[config.mk]
export PLATFORM = sky130hd
export DESIGN_NAME = ssd_scan_driver
export DESIGN_NICKNAME = d
export VERILOG_FILES = /design/src/rtl/ssd_pkg.sv /design/src/rtl/ssd_decode.sv /design/src/rtl/ssd_scan_driver.sv
export SDC_FILE = /design/constraint.sdc
export NUM_CORES = 1
export LEC_CHECK = 0
export CORE_MARGIN = 3
export CORE_UTILIZATION = 42
export CTS_CLUSTER_DIAMETER = 200
export CTS_CLUSTER_SIZE = 10
export DETAILED_ROUTE_END_ITERATION = 6
export PLACE_DENSITY = 0.65
export SYNTH_ARGS = -nofsm -noshare
export SYNTH_HDL_FRONTEND = slang
export SYNTH_HIERARCHICAL = 1
export SYNTH_SLANG_ARGS = --single-unit
[constraint.sdc]
create_clock -name clk -period 7.4 [get_ports clk]
set_clock_uncertainty 0.15 [all_clocks]
set_input_delay 1.11 -clock clk [delete_from_list [all_inputs] [get_ports clk]]
set_output_delay 1.11 -clock clk [all_outputs]
set_load 0.05 [all_outputs]
[src/rtl/ssd_pkg.sv]
// Shared definitions for the seven-segment scan driver: FSM states,
// segment codes (active-low, {a,b,c,d,e,f,g} in [6:0]) and the BCD decode.
package ssd_pkg;

    typedef enum logic [1:0] {
        ST_IDLE  = 2'd0,
        ST_GUARD = 2'd1,
        ST_DRIVE = 2'd2
    } scan_state_e;

    localparam logic [6:0] SEG_BLANK = 7'b1111111;
    localparam logic [6:0] SEG_DASH  = 7'b1111110;

    // Index 9 is the leftmost element of the concatenation.
    localparam logic [9:0][6:0] SEG_DIGITS = {
        7'b0000100, 7'b0000000, 7'b0001111, 7'b0100000, 7'b0100100,
        7'b1001100, 7'b0000110, 7'b0010010, 7'b1001111, 7'b0000001
    };

    function automatic logic [6:0] seg_decode(input logic [3:0] bcd);
        logic [6:0] seg;
        seg = SEG_DASH;
        for (int i = 0; i < 10; i++) begin
            if (bcd == 4'(i)) begin
                seg = SEG_DIGITS[i];
            end
        end
        return seg;
    endfunction

endpackage

[src/rtl/ssd_decode.sv]
// Combinational BCD to active-low seven-segment decoder; codes 10..15
// show a dash.
module ssd_decode
    import ssd_pkg::*;
(
    input  logic [3:0] bcd,
    output logic [6:0] seg
);

    assign seg = seg_decode(bcd);

endmodule

[src/rtl/ssd_scan_driver.sv]
// Multiplexed seven-segment scan driver: shadow register, guard/drive
// slot FSM, leading-zero blanking and registered active-low outputs.
module ssd_scan_driver
    import ssd_pkg::*;
#(
    parameter int N_DIGITS     = 6,
    parameter int REFRESH_DIV  = 50000,
    parameter int GUARD_CYCLES = 2,
    parameter int LZ_BLANK     = 1
) (
    input  logic                        clk,
    input  logic                        rst_n,
    input  logic                        enable,
    input  logic                        load,
    input  logic [4*N_DIGITS-1:0]       bcd_bus,
    input  logic [N_DIGITS-1:0]         dp_in,
    input  logic [N_DIGITS-1:0]         blank_mask,
    output logic [6:0]                  ssd,
    output logic                        dp_n,
    output logic [N_DIGITS-1:0]         an_n,
    output logic [((N_DIGITS > 1) ? $clog2(N_DIGITS) : 1)-1:0] scan_idx
);

    localparam int IDX_W   = (N_DIGITS > 1) ? $clog2(N_DIGITS) : 1;
    localparam int MAX_CNT = (REFRESH_DIV > GUARD_CYCLES) ? REFRESH_DIV : GUARD_CYCLES;
    localparam int CNT_W   = $clog2(MAX_CNT + 1);

    localparam logic [CNT_W-1:0] DRIVE_LAST = CNT_W'(REFRESH_DIV - 1);
    localparam logic [CNT_W-1:0] GUARD_LAST = CNT_W'((GUARD_CYCLES > 0) ? GUARD_CYCLES - 1 : 0);
    localparam logic [IDX_W-1:0] IDX_LAST   = IDX_W'(N_DIGITS - 1);

    scan_state_e             state_q, state_d;
    logic [CNT_W-1:0]        cnt_q, cnt_d;
    logic [IDX_W-1:0]        idx_q, idx_d;
    logic [4*N_DIGITS-1:0]   bcd_sh_q, bcd_sh_d;
    logic [N_DIGITS-1:0]     dp_sh_q, dp_sh_d;
    logic [N_DIGITS-1:0]     blank_sh_q, blank_sh_d;
    logic [6:0]              ssd_q, ssd_d;
    logic                    dp_n_q, dp_n_d;
    logic [N_DIGITS-1:0]     an_n_q, an_n_d;

    logic                    start_slot;
    logic [N_DIGITS-1:0]     lz_mask;
    logic                    seen_nz;
    logic [3:0]              sel_digit;
    logic                    sel_dp;
    logic                    sel_blank;
    logic [6:0]              sel_seg;

    always_comb begin
        bcd_sh_d   = load ? bcd_bus    : bcd_sh_q;
        dp_sh_d    = load ? dp_in      : dp_sh_q;
        blank_sh_d = load ? blank_mask : blank_sh_q;
    end

    // Blank leading zeros from the top digit down; a lit decimal point or any
    // nonzero code ends the run, and digit 0 always shows.
    always_comb begin
        lz_mask = '0;
        seen_nz = 1'b0;
        for (int i = N_DIGITS - 1; i >= 1; i--) begin
            if (!seen_nz && (bcd_sh_q[i*4 +: 4] == 4'd0) && !dp_sh_q[i]) begin
                lz_mask[i] = (LZ_BLANK != 0);
            end else begin
                seen_nz = 1'b1;
            end
        end
    end

    always_comb begin
        state_d    = state_q;
        cnt_d      = cnt_q;
        idx_d      = idx_q;
        start_slot = 1'b0;
        if (!enable) begin
            state_d = ST_IDLE;
            cnt_d   = '0;
            idx_d   = '0;
        end else begin
            unique case (state_q)
                ST_IDLE: begin
                    cnt_d = '0;
                    idx_d = '0;
                    if (GUARD_CYCLES == 0) begin
                        state_d    = ST_DRIVE;
                        start_slot = 1'b1;
                    end else begin
                        state_d = ST_GUARD;
                    end
                end
                ST_GUARD: begin
                    if (cnt_q == GUARD_LAST) begin
                        cnt_d      = '0;
                        state_d    = ST_DRIVE;
                        start_slot = 1'b1;
                    end else begin
                        cnt_d = cnt_q + 1'b1;
                    end
                end
                ST_DRIVE: begin
                    if (cnt_q == DRIVE_LAST) begin
                        cnt_d = '0;
                        idx_d = (idx_q == IDX_LAST) ? '0 : idx_q + 1'b1;
                        if (GUARD_CYCLES == 0) begin
                            start_slot = 1'b1;
                        end else begin
                            state_d = ST_GUARD;
                        end
                    end else begin
                        cnt_d = cnt_q + 1'b1;
                    end
                end
                default: begin
                    state_d = ST_IDLE;
                    cnt_d   = '0;
                    idx_d   = '0;
                end
            endcase
        end
    end

    // Select the digit of the slot about to start; the shadow is read before
    // a coincident load lands, so that slot still shows the old contents.
    always_comb begin
        sel_digit = '0;
        sel_dp    = 1'b0;
        sel_blank = 1'b0;
        for (int i = 0; i < N_DIGITS; i++) begin
            if (idx_d == IDX_W'(i)) begin
                sel_digit = bcd_sh_q[i*4 +: 4];
                sel_dp    = dp_sh_q[i];
                sel_blank = blank_sh_q[i] | lz_mask[i];
            end
        end
    end

    ssd_decode u_decode (
        .bcd (sel_digit),
        .seg (sel_seg)
    );

    always_comb begin
        ssd_d  = ssd_q;
        dp_n_d = dp_n_q;
        an_n_d = an_n_q;
        if (start_slot) begin
            if (sel_blank) begin
                ssd_d  = SEG_BLANK;
                dp_n_d = 1'b1;
                an_n_d = '1;
            end else begin
                ssd_d  = sel_seg;
                dp_n_d = ~sel_dp;
                for (int i = 0; i < N_DIGITS; i++) begin
                    an_n_d[i] = (idx_d != IDX_W'(i));
                end
            end
        end else if (state_d != ST_DRIVE) begin
            ssd_d  = SEG_BLANK;
            dp_n_d = 1'b1;
            an_n_d = '1;
        end
    end

    always_ff @(posedge clk or negedge rst_n) begin
        if (!rst_n) begin
            state_q    <= ST_IDLE;
            cnt_q      <= '0;
            idx_q      <= '0;
            bcd_sh_q   <= '0;
            dp_sh_q    <= '0;
            blank_sh_q <= '0;
            ssd_q      <= SEG_BLANK;
            dp_n_q     <= 1'b1;
            an_n_q     <= '1;
        end else begin
            state_q    <= state_d;
            cnt_q      <= cnt_d;
            idx_q      <= idx_d;
            bcd_sh_q   <= bcd_sh_d;
            dp_sh_q    <= dp_sh_d;
            blank_sh_q <= blank_sh_d;
            ssd_q      <= ssd_d;
            dp_n_q     <= dp_n_d;
            an_n_q     <= an_n_d;
        end
    end

    assign ssd      = ssd_q;
    assign dp_n     = dp_n_q;
    assign an_n     = an_n_q;
    assign scan_idx = idx_q;

endmodule

==> flow.log <==
[report] extracting results
INFO  metric hold-worst-slack = 0.341 ns
INFO  metric period_minus_slack = 4.36 ns
INFO  metric warnings = 30
INFO  metric fillCellCount = 740
INFO  metric detail-route-antenna-nets = 0
INFO  metric pre_cts_ws = 3.04 ns
INFO  metric detail_route.drc_violations = 0
INFO  metric port-buffer-count = 56
INFO  metric top_area_contributor_share = 38.7%
INFO  metric ys_area = 3680 um2
INFO  metric routedWlPerCell = 16.8 um
INFO  metric timing.setup.critical_path_class = register to register
INFO  metric edf_count = 0
INFO  metric die_x = 99.6 um
INFO  metric dr.pass1.iters = 4
INFO  metric worst_slew_pin_slew = 1.23 ns
INFO  metric outcome = complete, no violations
INFO  metric area.combinational = 1770 um2
INFO  metric maxCapViolations = 0
INFO  metric finalSetupViolations = 0
INFO  metric well_tap_count = 105
INFO  metric totalWireLength = 8280 um
INFO  metric globalplace.congestion = 0.794
INFO  metric sequentialPowerShare = 50.5%
INFO  metric final_design_area_excluding_fillers = 4510 um2
INFO  metric final_hold_violation_tally = 0
INFO  metric post-layout-total-power = 0.845 mW
INFO  metric number_of_max_slew_violations_in_the_final_report = 0
INFO  metric detailroute.wirelength.met2 = 3690 um
INFO  metric post-synth-top-count-cell = sky130_fd_sc_hd__dfrtp_1
INFO  metric worst-endpoint-required = 7.54 ns
INFO  metric post_synth_area_hogs = sky130_fd_sc_hd__dfrtp_1 39%, sky130_fd_sc_hd__mux2_2 11%, sky130_fd_sc_hd__dfstp_2 10%
INFO  metric tritoncts_clock_tree = done
INFO  metric layout.comb_gates.multi_input = 232
INFO  metric placed_area = 4310 um2
INFO  metric clk_root_buffer_cell = sky130_fd_sc_hd__clkbuf_8
INFO  metric post_cts_resize_count = 0
INFO  metric setup-tns-final = 0 ns
INFO  metric slew_headroom = 17.7%
INFO  metric n_clock_buffer = 11
INFO  metric yosys_warnings = 6
INFO  metric power_dissipated_by_switching_net_loads = 0.213 mW
INFO  metric largestClassByArea = sequential cells
INFO  metric grt_max_degree = 72
INFO  metric crit_path_arrival_time = 4.49 ns
INFO  metric signal_buffers = 59
INFO  metric clock_tree.buffer_depth = 2
INFO  metric vias = 2727
INFO  metric worst_setup_path_start_kind = register
INFO  metric synthDistinctLibCells = 58
INFO  metric row_count = 33
INFO  metric antenna_cells_inserted = 0
INFO  metric yosys_most_used_dff = sky130_fd_sc_hd__dfrtp_1
INFO  metric hold_path_class = register to register
INFO  metric first_global_vias = 2686
INFO  metric max_freq = 230 MHz
INFO  metric vdd_drop_max = 0.106 mV
INFO  metric met3_wirelength = 371 um
INFO  metric top_post_synthesis_cells_by_count = 57 x sky130_fd_sc_hd__dfrtp_1, 37 x sky130_fd_sc_hd__mux2_2, 29 x sky130_fd_sc_hd__nor2_1
INFO  metric netlist_area = 3680 um2
INFO  metric combAreaFraction = 39.2%
INFO  metric synth-cells-yosys = 329
INFO  metric clock_area_share = 4.41%
INFO  metric cts_setup_buffers = 0
INFO  metric power.leakage = 1.89 nW
INFO  metric detailed_place_hpwl = 6010 um
INFO  metric clock.latency.late_pin = 0.35 ns
INFO  metric pwr-share-comb = 12.5%
INFO  metric htree_num_levels = 3
INFO  metric power.internal = 0.632 mW
INFO  metric final-nonclk-buf-share = 12.8%
INFO  metric drive_gt1_share = 20.3%
INFO  metric final.signal_inverter_count = 11
## layer usage
metal	up-vias	global-route usage, %
li1	1319	-
met1	1326	27.4
met2	73	25.7
met3	9	3.44
met4	0	7.04
met5	-	0
## layout by cell type, fill, tap and decap left out, types with 5 or more instances in the layout
cell type	synthesis	layout
sky130_fd_sc_hd__or4_1	6	6
sky130_fd_sc_hd__inv_1	11	11
sky130_fd_sc_hd__mux2i_1	12	12
sky130_fd_sc_hd__nand2b_1	6	6
sky130_fd_sc_hd__xor2_1	8	8
sky130_fd_sc_hd__mux2_2	37	37
sky130_fd_sc_hd__nor2_1	29	29
sky130_fd_sc_hd__o22a_1	11	11
sky130_fd_sc_hd__nand3_1	10	10
sky130_fd_sc_hd__nand2_1	18	18
sky130_fd_sc_hd__dfrtp_1	57	57
sky130_fd_sc_hd__xnor2_1	6	6
sky130_fd_sc_hd__clkdlybuf4s50_1	0	55
sky130_fd_sc_hd__ha_1	6	6
sky130_fd_sc_hd__o21ai_0	7	7
sky130_fd_sc_hd__nor4_1	5	5
sky130_fd_sc_hd__dfstp_2	14	14
sky130_fd_sc_hd__o22ai_1	6	6
sky130_fd_sc_hd__and3_1	5	5
sky130_fd_sc_hd__clkbuf_8	0	10
sky130_fd_sc_hd__and2_1	6	6
## critical path, delay by kind of cell, from the launching register on
| kind | cells | cell delay (ns) |
|---|---|---|
| AOI/OAI and AO/OA | 3 | 0.99 |
| and+or+nand+nor | 5 | 2.00 |
| muxes | 1 | 0.38 |
| buffers and inverters | 1 | 0.36 |
| DFF | 1 | 0.42 |
## kinds of logic after synthesis
family | count (synthesis) | share of synthesized area (%)
multiplexers | 49 | 14.6
adder cells (fa/ha/maj) | 6 | 2.04
AND-OR/OR-AND | 53 | 11.4
buffers and inverters | 26 | 3.30
AND/OR/NAND/NOR | 110 | 16.6
flip-flops | 71 | 48.7
XOR/XNOR | 14 | 3.33
## final timing paths
path / from / to / slack, ns / cells after the start
worst min-delay path: cnt_q[0]$_DFF_PN0_ / cnt_q[0]$_DFF_PN0_ / 0.34 / 1
max in group asynchronous: rst_n / scan_idx[1]$_DFF_PN0_ / 5.72 / 2
worst max-delay path: cnt_q[11]$_DFF_PN0_ / ssd[3]$_DFFE_PN1P_ / 3.04 / 10
min in group asynchronous: rst_n / cnt_q[7]$_DFF_PN0_ / 0.82 / 2
worst max register to register: cnt_q[11]$_DFF_PN0_ / ssd[3]$_DFFE_PN1P_ / 3.04 / 10
worst min register to register: cnt_q[0]$_DFF_PN0_ / cnt_q[0]$_DFF_PN0_ / 0.34 / 1
## power groups by stage
stage | logic [mW] | registers [mW] | clock network [mW]
3_5_place_dp | 0.106 | 0.434 | 0
4_1_cts | 0.107 | 0.427 | 0.318
5_1_grt | 0.119 | 0.430 | 0.337
3_3_place_gp | 0.105 | 0.434 | 0
6_report | 0.106 | 0.427 | 0.312
2_1_floorplan | 0.0660 | 0.428 | 0
## flip-flops by register name, summed over array words and instances (netlist names)
| signal | flops |
|---|---|
| ssd | 7 |
| dp_sh_q | 6 |
| blank_sh_q | 6 |
| cnt_q | 16 |
| bcd_sh_q | 24 |
| an_n | 6 |
| scan_idx | 3 |
| dp_n | 1 |
| state_q | 2 |
**The clock network**

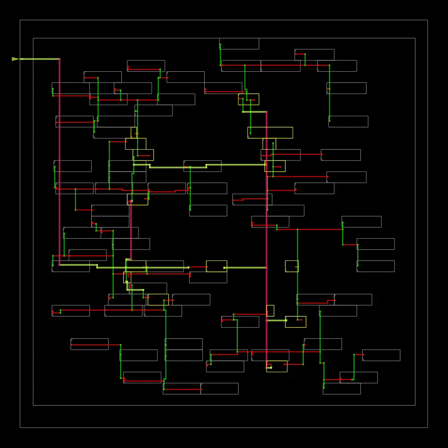
# clock sinks: 71
Clock Power: 0.312 mW
sequential cell count: 71

**Gate families picked out**

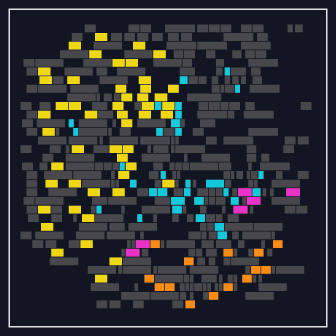
- fa/ha/maj cells: magenta (cells 6)
- xor and xnor cells: orange (cells 14)
- mux cells: yellow (cells 49)
- aoi and oai cells: cyan (cells 31; where centre)

**Routed clock nets over the placement**

Bar = 20 um.
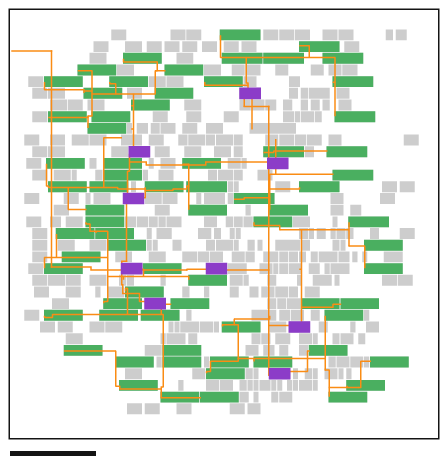
- flip-flops: green (count 71)
- clock wires: orange (length 926 um)
- clock-net drivers: purple (count 9)
- routed clock nets: 10

**Sequential cells grouped by signal name**

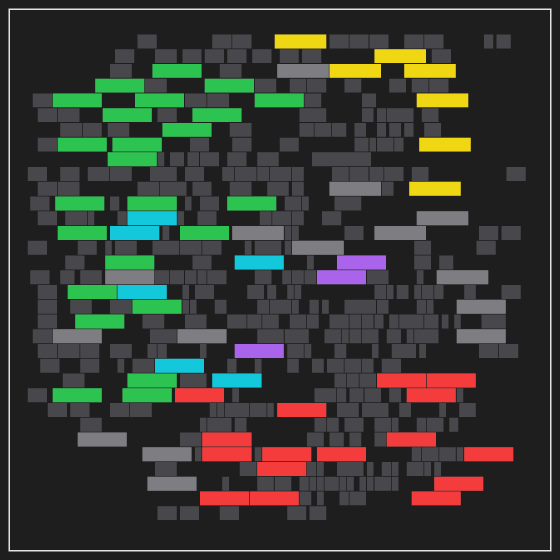
- `bcd_sh_q`: green (flops 24)
- `dp_sh_q`: cyan (flops 6)
- `cnt_q`: red (flops 16)
- `scan_idx`: purple (flops 3)
- `ssd`: yellow (flops 7; where north-east)
flip-flop and latch area: 1790 um2
post-layout utilization of the core: 53.8%
power in sequential cells: 0.427 mW
sequential share of cell area: 39.8%

Power figures rest on the tool's default switching activity, not on a simulated workload.
